--- src/rtl/column_selector.sv ---
// ============================================================================
// Module      : column_selector
// Description : Connect-4 cursor column control. Synchronizes the left, right
//               and drop buttons and detects their rising edges. Moves the
//               cursor with wrap-around and issues drop requests over a
//               valid/ready handshake. Optional auto-repeat of held left/right
//               is enabled by defining COLUMN_SELECTOR_AUTO_REPEAT_EN.
// Revision    : 1.0 - initial release
// ============================================================================
`default_nettype none

module column_selector #(
    parameter int          NUM_COLS     = 7,
    parameter int          COL_W        = 3,
    parameter int          START_COL    = 3,
    parameter logic [23:0] REPEAT_DELAY = 24'd5000000,
    parameter logic [23:0] REPEAT_RATE  = 24'd2000000
) (
    input  logic                clk,
    input  logic                rst_n,
    input  logic                enable,
    input  logic                btn_left,
    input  logic                btn_right,
    input  logic                btn_drop,
    input  logic [NUM_COLS-1:0] col_full,
    input  logic                drop_ready,
    output logic [COL_W-1:0]    cursor_col,
    output logic                drop_valid,
    output logic [COL_W-1:0]    drop_col,
    output logic                err_full
);

    localparam logic [COL_W-1:0] c_LAST_COL  = COL_W'(NUM_COLS - 1);
    localparam logic [COL_W-1:0] c_START_COL = COL_W'(START_COL);

    typedef enum logic [0:0] {
        IDLE = 1'b0,
        REQ  = 1'b1
    } state_t;

    state_t           r_state;
    logic [2:0]       r_sync1;
    logic [2:0]       r_sync2;
    logic [2:0]       r_prev;
    logic [COL_W-1:0] r_cursor;
    logic             r_drop_valid;
    logic [COL_W-1:0] r_drop_col;
    logic             r_err_full;

    logic [2:0]       w_press;
    logic             w_rep_fire;
    logic             w_move_left;
    logic             w_move_right;

    // Bit order in the button vectors: [0]=left, [1]=right, [2]=drop.
    always_ff @(posedge clk or negedge rst_n) begin
        if (!rst_n) begin
            r_sync1 <= 3'b000;
            r_sync2 <= 3'b000;
            r_prev  <= 3'b000;
        end else begin
            r_sync1 <= {btn_drop, btn_right, btn_left};
            r_sync2 <= r_sync1;
            r_prev  <= r_sync2;
        end
    end

    assign w_press = r_sync2 & ~r_prev & {3{enable}};

`ifdef COLUMN_SELECTOR_AUTO_REPEAT_EN
    logic [23:0] r_rep_cnt;
    logic        r_rep_first;
    logic        w_hold;

    // Counter value equals the number of edges since the initial press.
    assign w_hold     = (r_state == IDLE) && enable && (r_sync2[0] ^ r_sync2[1]);
    assign w_rep_fire = w_hold &&
                        (r_rep_cnt == (r_rep_first ? REPEAT_DELAY : REPEAT_RATE));

    always_ff @(posedge clk or negedge rst_n) begin
        if (!rst_n) begin
            r_rep_cnt   <= 24'd0;
            r_rep_first <= 1'b1;
        end else if (!w_hold) begin
            r_rep_cnt   <= 24'd0;
            r_rep_first <= 1'b1;
        end else if (w_rep_fire) begin
            r_rep_cnt   <= 24'd1;
            r_rep_first <= 1'b0;
        end else begin
            r_rep_cnt   <= r_rep_cnt + 24'd1;
        end
    end
`else
    assign w_rep_fire = 1'b0;
`endif

    assign w_move_left  = (w_press[0] & ~w_press[1]) | (w_rep_fire & r_sync2[0]);
    assign w_move_right = (w_press[1] & ~w_press[0]) | (w_rep_fire & r_sync2[1]);

    always_ff @(posedge clk or negedge rst_n) begin
        if (!rst_n) begin
            r_state      <= IDLE;
            r_cursor     <= c_START_COL;
            r_drop_valid <= 1'b0;
            r_drop_col   <= '0;
            r_err_full   <= 1'b0;
        end else begin
            r_err_full <= 1'b0;
            case (r_state)
                IDLE: begin
                    // A drop press wins over any simultaneous move.
                    if (w_press[2]) begin
                        if (col_full[r_cursor]) begin
                            r_err_full <= 1'b1;
                        end else begin
                            r_drop_col   <= r_cursor;
                            r_drop_valid <= 1'b1;
                            r_state      <= REQ;
                        end
                    end else if (w_move_left) begin
                        r_cursor <= (r_cursor == '0) ? c_LAST_COL : r_cursor - 1'b1;
                    end else if (w_move_right) begin
                        r_cursor <= (r_cursor == c_LAST_COL) ? '0 : r_cursor + 1'b1;
                    end
                end
                REQ: begin
                    if (drop_ready) begin
                        r_drop_valid <= 1'b0;
                        r_state      <= IDLE;
                    end
                end
                default: begin
                    r_state      <= IDLE;
                    r_drop_valid <= 1'b0;
                end
            endcase
        end
    end

    assign cursor_col = r_cursor;
    assign drop_valid = r_drop_valid;
    assign drop_col   = r_drop_col;
    assign err_full   = r_err_full;

endmodule

`default_nettype wire

--- config.mk ---
export PLATFORM = sky130hd
export DESIGN_NAME = column_selector
export DESIGN_NICKNAME = d
export VERILOG_FILES = /design/src/rtl/column_selector.sv
export SDC_FILE = /design/constraint.sdc
export NUM_CORES = 1
export LEC_CHECK = 0
export ABC_AREA = 1
export CAP_MARGIN = 20
export CORE_MARGIN = 8
export CORE_UTILIZATION = 45
export CTS_BUF_LIST = sky130_fd_sc_hd__clkbuf_4 sky130_fd_sc_hd__clkbuf_8
export DETAILED_ROUTE_END_ITERATION = 6
export GPL_TIMING_DRIVEN = 1
export PLACE_DENSITY = 0.75
export SYNTH_ARGS = -nofsm -noshare
export SYNTH_HDL_FRONTEND = slang
export SYNTH_SLANG_ARGS = --single-unit
--- constraint.sdc ---
create_clock -name clk -period 2.3 [get_ports clk]
set_input_delay 0.23 -clock clk [delete_from_list [all_inputs] [get_ports clk]]
set_output_delay 0.23 -clock clk [all_outputs]
set_load 0.02 [all_outputs]
**Run 1: signal wires on met2**

(8 px per µm)
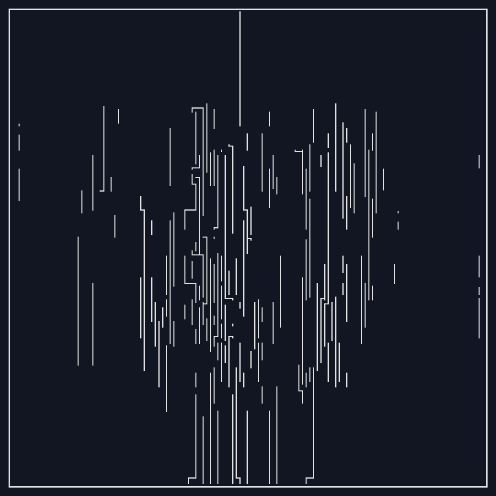
The layer holds 50% of the routed length. The longest straight run is 20.1 µm. 113 nets have wire on it.

**Run 1: ports around the boundary**

(8 px per µm) Pins as bars across the die edge, other pins in gray.
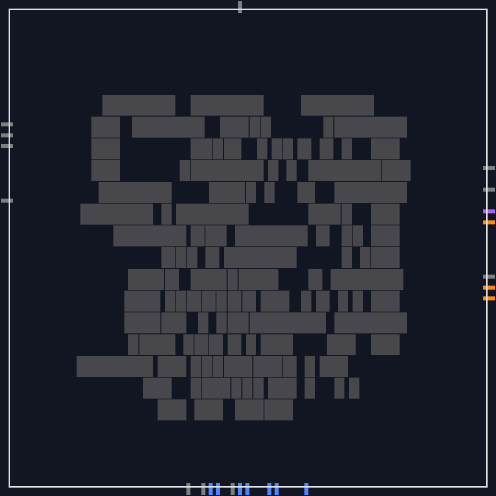
Key: purple = err_full [pins 1, direction output, edge right]; orange = drop_col [pins 3, direction output, edge right]; blue = col_full [pins 7, direction input, edge bottom]
All pins by edge: 10 bottom, 7 right, 4 left, 1 top.

**Run 1: nets reached from selected ports**

(4 px per µm)
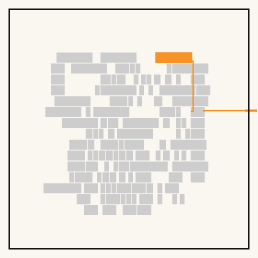
Key: orange = err_full [bits 1, direction output, end cells 1, wire 24.5 µm]
Port-buffer cells: 21
io pins: 22

==> impl_metrics.json, run 1 <==
{
  "switching_power_mw": 0.524,
  "grt_pass1_wl_um": 3060,
  "wire_per_inst_um": 12.2,
  "slowest_delay_ps": 650,
  "buffer_area_share_pct": 18.6,
  "die_y_um": 59.5,
  "die_w_um": 59.5,
  "synth-edff-count": 0,
  "fp_util_pct": 48.8,
  "wl_met1_um": 763,
  "hold_viol": 0,
  "lay_top_count": "nand2_1",
  "drc": 0,
  "cts.htree.levels": 1,
  "arrival_ps": 1590,
  "grtUsageTotal_pct": 11.6,
  "top_area_cell": "dfrtp_1",
  "outcome": "completed",
  "avgSynthCellArea_um2": 9.16,
  "vias": 679,
  "antennaDiodeCount": 0,
  "p_clk_share_pct": 15.1,
  "worstPathRequired_ps": 2070,
  "met3_usage_pct": 3.47,
  "syn_to_final_growth_pct": 32.6,
  "cp_slowest_cell": "dfstp_2",
  "critPathCapture": "cursor_col[0]",
  "dp.cells": 139,
  "min_to": "r_sync2[1]$_DFF_PN0_",
  "synth-xor-area-share_pct": 1.03,
  "netlist_logic_family_top": "simple AND/OR/NAND/NOR gates",
  "busiest_layer": "met2",
  "cts_root_buf": "clkbuf_4",
  "warnings": 30
}
## Run 2: what changed since run 1
Clock period 2.3 ns to 1.74 ns, I/O delays scaled along.
==> run 2 against run 1 <==
Against the previous run: hold slack worse by 160 ps; cell count rose by 1.4%; largest power group unchanged; critical endpoint is now cursor_col[1]; final area is 0.66% higher; critical path depth unchanged; sequential share of layout area fell by 0.26 points; sequential power is about 30% higher; flip-flop count unchanged; non-clock buffer count increased by 3; worst setup slack got worse by 440 ps; via count rose by 2.1%.
==> impl_metrics.json, run 2 <==
{
  "outcome": "completed",
  "pwr.group.clock_mw": 0.193,
  "slowest_delay_ps": 630,
  "antennaDiodeCount": 0,
  "grtUsageTotal_pct": 10.2,
  "avgSynthCellArea_um2": 9.16,
  "syn_to_final_growth_pct": 33.5,
  "drt-initial-drc-count": 10,
  "drv_cap": 0,
  "yosys_warnings": 0,
  "busiest_layer": "met2",
  "setup_viol": 0,
  "highest_layer": "met4",
  "netlist_logic_family_top": "simple AND/OR/NAND/NOR gates",
  "top_cells_by_area": "dfrtp_1, nand2_1, ha_1",
  "port_buffers": 21,
  "yosys_area_um2": 852,
  "power_mw": 1.64,
  "critPathCapture": "cursor_col[1]",
  "synth-edff-count": 0,
  "buffer_area_share_pct": 20.4,
  "vdd_drop_max_mv": 0.806,
  "ios": 22,
  "arrival_ps": 1530,
  "vias": 693,
  "comb_share_pct": 30.8,
  "cts.htree.levels": 1,
  "fp_util_pct": 48.8,
  "synth-xor-area-share_pct": 1.03,
  "lay_top_count": "nand2_1",
  "die_w_um": 59.5,
  "switching_power_mw": 0.678,
  "hold_viol": 0,
  "warnings": 30,
  "cp_slowest_cell": "clkdlybuf4s50_1",
  "top_area_cell": "dfrtp_1",
  "cts_root_buf": "clkbuf_4",
  "postCtsHoldBufs": 0,
  "grt_pass1_wl_um": 2820,
  "wl_met1_um": 654,
  "routed-wl-met2_um": 883,
  "drc": 0,
  "met3_usage_pct": 4.12,
  "ys_types": 16,
  "worstPathRequired_ps": 1570,
  "p_clk_share_pct": 11.7,
  "p_sw_share_pct": 41.2,
  "die_y_um": 59.5,
  "dp.cells": 140
}
**Run 2: ports around the boundary**

(8 px per µm) Pins as bars across the die edge, other pins in gray.
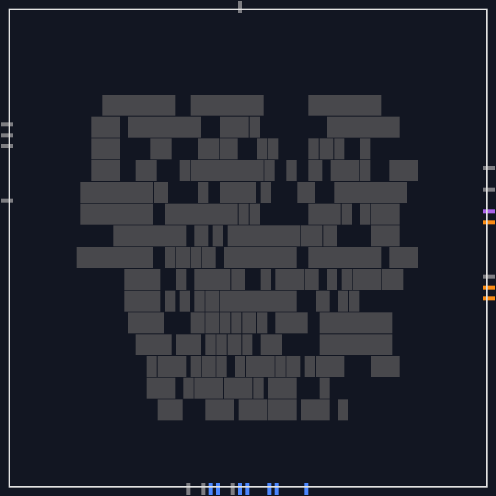
Key: purple = err_full [pins 1, direction output, edge right]; blue = col_full [pins 7, direction input, edge bottom]; orange = drop_col [pins 3, direction output, edge right]
All pins by edge: 10 bottom, 7 right, 4 left, 1 top.

## Run 3: what changed since run 2
Settings changed: CELL_PAD_IN_SITES_DETAIL_PLACEMENT set to 1, CELL_PAD_IN_SITES_GLOBAL_PLACEMENT set to 1, CORE_ASPECT_RATIO set to 1.5, CORE_UTILIZATION 45 to 37, PLACE_DENSITY 0.75 to not set, PLACE_DENSITY_LB_ADDON set to 0.1.
**Run 3: signal wires by layer**

(4 px per µm) Only two layers are drawn.
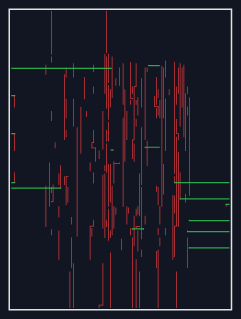
Key: green = metal 3 [wire length 105 µm]; red = metal 2 [wire length 1,040 µm]
routed len/inst: 13.5 µm
total track usage: 10.7%

==> run 3 against run 2 <==
Against the previous run: non-clock buffer count unchanged; largest cell class unchanged; critical endpoint is now cursor_col[0]; worst setup slack better by 57 ps; maximum frequency up 3.5%; clock-buffer cell count up 1; highest routed layer unchanged; cell count down 0.69%; utilization down 13 points.
==> impl_metrics.json, run 3 <==
{
  "switching_power_mw": 0.702,
  "critPathCapture": "cursor_col[0]",
  "buffer_area_share_pct": 20.2,
  "dp.cells": 140,
  "top_area_cell": "dfrtp_1",
  "p_sw_share_pct": 40.9,
  "postCtsHoldBufs": 0,
  "yosys_area_um2": 852,
  "setup_viol": 0,
  "grt_pass1_wl_um": 3270,
  "antennaDiodeCount": 0,
  "vias": 704,
  "cts_root_buf": "clkbuf_4",
  "slowest_delay_ps": 610,
  "p_clk_share_pct": 14.5,
  "vdd_drop_max_mv": 0.700,
  "cts.htree.levels": 1,
  "power_mw": 1.72,
  "lay_top_count": "nand2_1",
  "drc": 0,
  "top_cells_by_area": "dfrtp_1, nand2_1, ha_1",
  "outcome": "completed",
  "busiest_layer": "met2",
  "port_buffers": 21,
  "netlist_logic_family_top": "simple AND/OR/NAND/NOR gates"
}

==> notes/layouts.md <==
Pictures saved along the way, in no particular order.

Placement view.
panel A
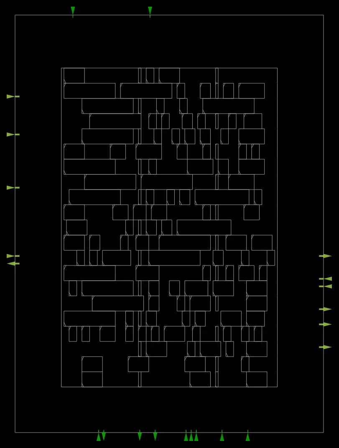
panel B
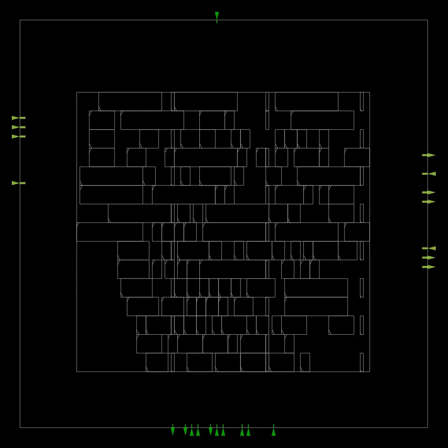
| picture | from |
|---|---|
| panel B | run 2 |
| panel A | run 3 |

Power is estimated from default activity; no workload was simulated.
